[src/rtl/captura_mpu_pkg.sv]
// Shared definitions for the motion-window capture and the recognizer:
// FSM states, default window parameters and a counter-width helper.
package captura_mpu_pkg;

    typedef enum logic [1:0] {
        OCIOSO  = 2'd0,
        CAPTURA = 2'd1,
        ENTREGA = 2'd2
    } estado_t;

    localparam int N_AMOSTRAS_PADRAO  = 30;
    localparam int LARGURA_PADRAO     = 32;
    localparam int LIMIAR_PADRAO      = 500;
    localparam int HOLD_CICLOS_PADRAO = 4;
    localparam int TIMEOUT_PADRAO     = 1000;

    // Bits needed for a counter holding the values 0..n-1 (at least one bit).
    function automatic int bits_para(input int n);
        return (n < 2) ? 1 : $clog2(n);
    endfunction

endpackage

[src/rtl/detector_mov.sv]
// Motion trigger: true when |amostra - anterior| is strictly above LIMIAR.
// The difference is taken one bit wider than the samples so it never wraps.
module detector_mov #(
    parameter int LARGURA = 32,
    parameter int LIMIAR  = 500
) (
    input  logic signed [LARGURA-1:0] anterior,
    input  logic signed [LARGURA-1:0] amostra,
    output logic                      disparo
);

    logic signed [LARGURA:0] delta;
    logic        [LARGURA:0] modulo;

    always_comb begin
        delta   = {amostra[LARGURA-1], amostra} - {anterior[LARGURA-1], anterior};
        // The most negative delta is -(2^LARGURA - 1), so negation always fits.
        modulo  = delta[LARGURA] ? (~delta + 1'b1) : delta;
        disparo = (modulo > (LARGURA+1)'(LIMIAR));
    end

endmodule

[src/rtl/captura_mpu.sv]
// Captures a window of N_AMOSTRAS accelerometer samples once motion is seen
// and presents it to the recognizer with a registered HOLD_CICLOS-long mov pulse.
module captura_mpu
    import captura_mpu_pkg::*;
#(
    parameter int N_AMOSTRAS  = N_AMOSTRAS_PADRAO,
    parameter int LARGURA     = LARGURA_PADRAO,
    parameter int LIMIAR      = LIMIAR_PADRAO,
    parameter int HOLD_CICLOS = HOLD_CICLOS_PADRAO,
    parameter int TIMEOUT     = TIMEOUT_PADRAO
) (
    input  logic                                 clk,
    input  logic                                 reset,
    input  logic signed [LARGURA-1:0]            amostra,
    input  logic                                 amostra_valid,
    output logic                                 amostra_ready,
    input  logic [4:0]                           ldr,
    output logic signed [N_AMOSTRAS*LARGURA-1:0] mpu,
    output logic [4:0]                           ldr_out,
    output logic                                 mov
);

    localparam int CW = bits_para(N_AMOSTRAS + 1);
    localparam int GW = bits_para(TIMEOUT);
    localparam int HW = bits_para(HOLD_CICLOS);

    estado_t                   estado, estado_prox;
    logic [CW-1:0]             cnt_amostra;
    logic [GW-1:0]             cnt_gap;
    logic [HW-1:0]             cnt_hold;
    logic signed [LARGURA-1:0] anterior;
    logic                      tem_anterior;
    logic                      aceita;
    logic                      disparo;
    logic                      ultima;

    detector_mov #(
        .LARGURA (LARGURA),
        .LIMIAR  (LIMIAR)
    ) u_detector (
        .anterior (anterior),
        .amostra  (amostra),
        .disparo  (disparo)
    );

    always_ff @(posedge clk or posedge reset) begin
        if (reset) estado <= OCIOSO;
        else       estado <= estado_prox;
    end

    always_comb begin
        // NOTE: every output of this block is given a default before the case,
        // so no path leaves a signal unassigned and no latch is inferred.
        estado_prox   = estado;
        amostra_ready = (estado != ENTREGA);
        aceita        = amostra_valid && amostra_ready;
        ultima        = (cnt_amostra == CW'(N_AMOSTRAS - 1));
        unique case (estado)
            OCIOSO: begin
                if (aceita && tem_anterior && disparo) estado_prox = CAPTURA;
            end
            CAPTURA: begin
                if (aceita) begin
                    if (ultima) estado_prox = ENTREGA;
                end else if (cnt_gap == GW'(TIMEOUT - 1)) begin
                    estado_prox = OCIOSO;
                end
            end
            ENTREGA: begin
                if (cnt_hold == HW'(HOLD_CICLOS - 1)) estado_prox = OCIOSO;
            end
            default: estado_prox = OCIOSO;
        endcase
    end

    // NOTE: the window register is an ordinary flop bank, not a RAM, so it is
    // cleared by reset like the rest of the state; state uses non-blocking only.
    always_ff @(posedge clk or posedge reset) begin
        if (reset) begin
            mpu          <= '0;
            ldr_out      <= '0;
            mov          <= 1'b0;
            anterior     <= '0;
            tem_anterior <= 1'b0;
            cnt_amostra  <= '0;
            cnt_gap      <= '0;
            cnt_hold     <= '0;
        end else begin
            mov <= (estado_prox == ENTREGA);
            unique case (estado)
                OCIOSO: begin
                    cnt_gap  <= '0;
                    cnt_hold <= '0;
                    if (aceita) begin
                        anterior     <= amostra;
                        tem_anterior <= 1'b1;
                        if (estado_prox == CAPTURA) begin
                            mpu[LARGURA-1:0] <= amostra;
                            cnt_amostra      <= CW'(1);
                        end
                    end
                end
                CAPTURA: begin
                    if (aceita) begin
                        // Tracking the last sample keeps anterior valid on return to idle.
                        anterior    <= amostra;
                        cnt_gap     <= '0;
                        cnt_amostra <= cnt_amostra + 1'b1;
                        for (int k = 0; k < N_AMOSTRAS; k++) begin
                            if (cnt_amostra == CW'(k)) mpu[k*LARGURA +: LARGURA] <= amostra;
                        end
                        if (ultima) ldr_out <= ldr;
                    end else if (estado_prox == OCIOSO) begin
                        cnt_gap      <= '0;
                        cnt_amostra  <= '0;
                        tem_anterior <= 1'b0;
                    end else begin
                        cnt_gap <= cnt_gap + 1'b1;
                    end
                end
                ENTREGA: begin
                    if (estado_prox == OCIOSO) begin
                        cnt_hold    <= '0;
                        cnt_amostra <= '0;
                    end else begin
                        cnt_hold <= cnt_hold + 1'b1;
                    end
                end
                default: begin
                    cnt_amostra <= '0;
                    cnt_gap     <= '0;
                    cnt_hold    <= '0;
                end
            endcase
        end
    end

endmodule
[config.mk]
export PLATFORM = sky130hd
export DESIGN_NAME = captura_mpu
export DESIGN_NICKNAME = d
export VERILOG_FILES = /design/src/rtl/captura_mpu_pkg.sv /design/src/rtl/detector_mov.sv /design/src/rtl/captura_mpu.sv
export SDC_FILE = /design/constraint.sdc
export NUM_CORES = 2
export LEC_CHECK = 0
export CORE_AREA = 2 2 388 390
export CTS_BUF_LIST = sky130_fd_sc_hd__clkbuf_4 sky130_fd_sc_hd__clkbuf_8
export DETAILED_ROUTE_END_ITERATION = 8
export DIE_AREA = 0 0 390 392
export REMOVE_ABC_BUFFERS = 1
export SETUP_SLACK_MARGIN = 0.02
export SLEW_MARGIN = 5
export SYNTH_ARGS = -nofsm -noshare
export SYNTH_HDL_FRONTEND = slang
export SYNTH_HIERARCHICAL = 1
export SYNTH_SLANG_ARGS = --single-unit
export TNS_END_PERCENT = 20
[constraint.sdc]
create_clock -name clk -period 41.3 [get_ports clk]
set_input_delay 4.13 -clock clk [delete_from_list [all_inputs] [get_ports clk]]
set_output_delay 4.13 -clock clk [all_outputs]
set_load 0.01 [all_outputs]
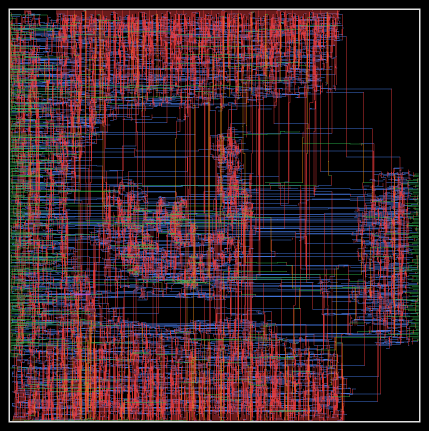
Fig. 1. Wiring by layer.
legend:
  green:
    layer: met3
    wire_length: 11600 um
  blue:
    layer: met1
    wire_length: 68.7 mm
  orange:
    layer: met4
    wire_length: 6870 um
  purple:
    layer: met5
    wire_length: 13.8 um
  red:
    layer: met2
    wire_length: 85.4 mm
DR WL/cell: 28.2 um
total wire length: 173000 um
vias: 29632

==> flow_summary.json <==
{
  "status": "complete, no violations",
  "numSynthFlops": 1018,
  "setup_viol": 0,
  "clock_power_share": 0.243,
  "cp_slowest_stage_delay_ns": 0.59,
  "pg_seq_uw": 1570,
  "io_pins": 1007,
  "ff_type": "dfrtp_1",
  "grt.overflow.total": 0,
  "p_seq_frac": 0.367,
  "fa_ha_area_frac": 0.0122,
  "num_rows": 142,
  "fmax_mhz": 109,
  "clock_path_buffers": 3,
  "syn_area_um2": 42600,
  "cts_hold_buf": 0,
  "cts_tree": "yes",
  "holdPathStages": 2,
  "layout-drive-gt1-share": 0.339,
  "final_cell_mix": "dfrtp_1 (1018), clkdlybuf4s50_1 (977), mux2_2 (914)",
  "htreeDepth": 4,
  "ys_sh_xor": 0.00309,
  "dieHeight_um": 392,
  "synth-simple-area-share": 0.0521,
  "fin_worst_skew_ns": 0.0699,
  "avgSynthCellArea_um2": 14.3,
  "required_ns": 42.08,
  "rsz0062_at_grt": "false",
  "power_clock_uw": 1040,
  "grt_antenna_before_repair": 21,
  "pg_comb_uw": 1670,
  "ys_types": 93,
  "warnings": 33,
  "cts_setup_buffers": 0,
  "crit_type": "in2reg",
  "worst_r2r_startpoint": "anterior[10]",
  "path_clk_slew_ns": 0.06,
  "hpwl_um": 119000,
  "netlist_top_cells_count": "dfrtp_1 (1018), mux2_2 (914), nand2_1 (180)",
  "gr-usage-all-layers": 0.221,
  "ys_cells": 2987,
  "cts_sinks": 1018,
  "ff2ff_setup_slack_ns": 35.63,
  "arrival_ns": 9.98,
  "critical_path.endpoint": "mpu[29]",
  "yosys_area_um2": 42600,
  "hold_viol": 0,
  "drc": 0,
  "die-area_um2": 153000,
  "synthTopCellsByArea": "dfrtp_1 (60%), mux2_2 (24%), nand2_1 (1.6%)",
  "hold_class": "reg2reg",
  "synth_top_cell_by_area": "dfrtp_1",
  "timing.rr.end": "mpu[29]",
  "hold_end": "anterior[26]",
  "ant_nets": 0,
  "routed_via_density": 4.84,
  "combPwrFrac": 0.390,
  "reg2regPathDepth": 18,
  "postSynthSeqShare": 0.598,
  "numCtsBuffers": 179,
  "final_core_util": 0.392,
  "peakVddDrop_mv": 0.0468,
  "io_buffer_count": 1006,
  "path_cells": "clkdlybuf4s50_1 -> buf_4 -> ha_1 -> o211ai_2 -> a21oi_4 -> o21ai_1 -> nand3_1 -> xor2_1 -> a2111oi_4 -> nand4_1 -> o41ai_1 -> o2bb2ai_1 -> a311oi_1 -> nand4_1 -> nand2_1 -> nor3_2 -> o21ai_4 -> buf_4 -> mux2_2",
  "synth_warnings": 6,
  "grt_max_degree": 124,
  "power_leader": "combinational cells",
  "startpoint_type": "primary input",
  "top_area_frac": 0.598,
  "slew_violations": 0,
  "synthArstFlopShare": 1.00,
  "fin_setup_tns_ns": 0,
  "globalplace.congestion": 0.871,
  "cp-startpoint": "amostra[2]",
  "synth.cellmix.compoundShare": 0.0427,
  "cp_max_fo": 32,
  "root_buffer": "clkbuf_8",
  "max_cap_violations": 0,
  "insertion_delay_ns": 0.95,
  "p_switching_uw": 1400,
  "postSynthCellCount": 2987,
  "slew_headroom": 0.233,
  "hp-start": "anterior[26]",
  "intPower_uw": 2880,
  "total_leakage_power_uw": 0.0259,
  "drt_pass1_iterations": 5,
  "logic_family": "multiplexers"
}
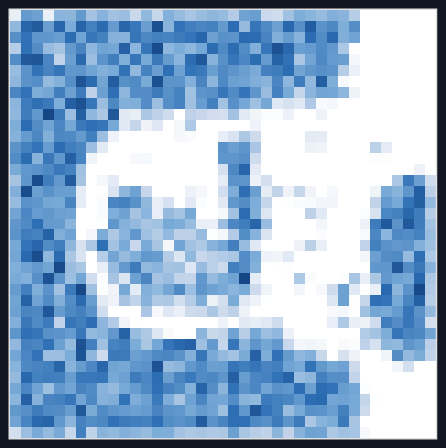
Fig. 2. Cell density map.
39 x 39 tiles, from white (low) to dark blue (high), 0 to 100% covered.
emptiest ninth of the die: top right
mean over tiles: 37%
fullest tile: 91%
CORE AREA: 149000 um2
fp util: 0.286

-- registers in the layout, summed over array words and instances (netlist names) --
signal,cells
anterior,32
mpu,960
estado,2
cnt_gap,10
ldr_out,5
cnt_hold,2
mov,1
tem_anterior,1
cnt_amostra,5
-- cell type report --
type / instances / area, um2
tap: 1944 / 2430
antenna: 5 / 12.5
fill: 14158 / 90500
multi-input combinational: 1699 / 15700
inverter: 48 / 188
timing repair buffer: 1090 / 10600
clock inverter: 43 / 571
sequential: 1018 / 25500
clock buffer: 275 / 3430
-- cells by family (layout without fill, tap and decap cells) --
logic type                 Yosys count  after routing
muxes                              971            971
xor gates and xnor gates            15             15
buffers and inverters              270           1456
and+or+nand+nor                    429            429
DFF                               1018           1018
adders and majority gates           41             41
other                                0              5
AOI/OAI and AO/OA                  243            243
-- critical path: cells and delay by family --
family          cells  cell delay [ns]
compound gates      8             2.35
xor+xnor            1             0.24
fa+ha+maj           1             0.38
buf+inv             3             1.30
mux                 1             0.40
simple gates        5             1.07
-- per-layer routing --
metal  vias to the layer above  track usage  routed length [um]
met5                         -            0                  13
met4                         2       0.0931                6870
met3                       285       0.0614               11600
met2                       978        0.373               85400
met1                     15645        0.265               68700
li1                      12722            -                   -
-- metrics by stage --
step	std cells	total power, uW	instance area, um2	worst slack, ns	hold WS, ns
final	6122	4280	58400	32.10	0.474
after global routing	6119	4480	58400	31.75	0.487
after CTS	6117	4330	58400	32.20	0.478
after detailed placement	5799	3260	54400	31.18	0.463
after global placement	5799	3240	54400	31.33	0.459
after floorplan	2765	2210	41300	8.52	0.446
Power figures rest on the tool's default switching activity, not on a simulated workload.
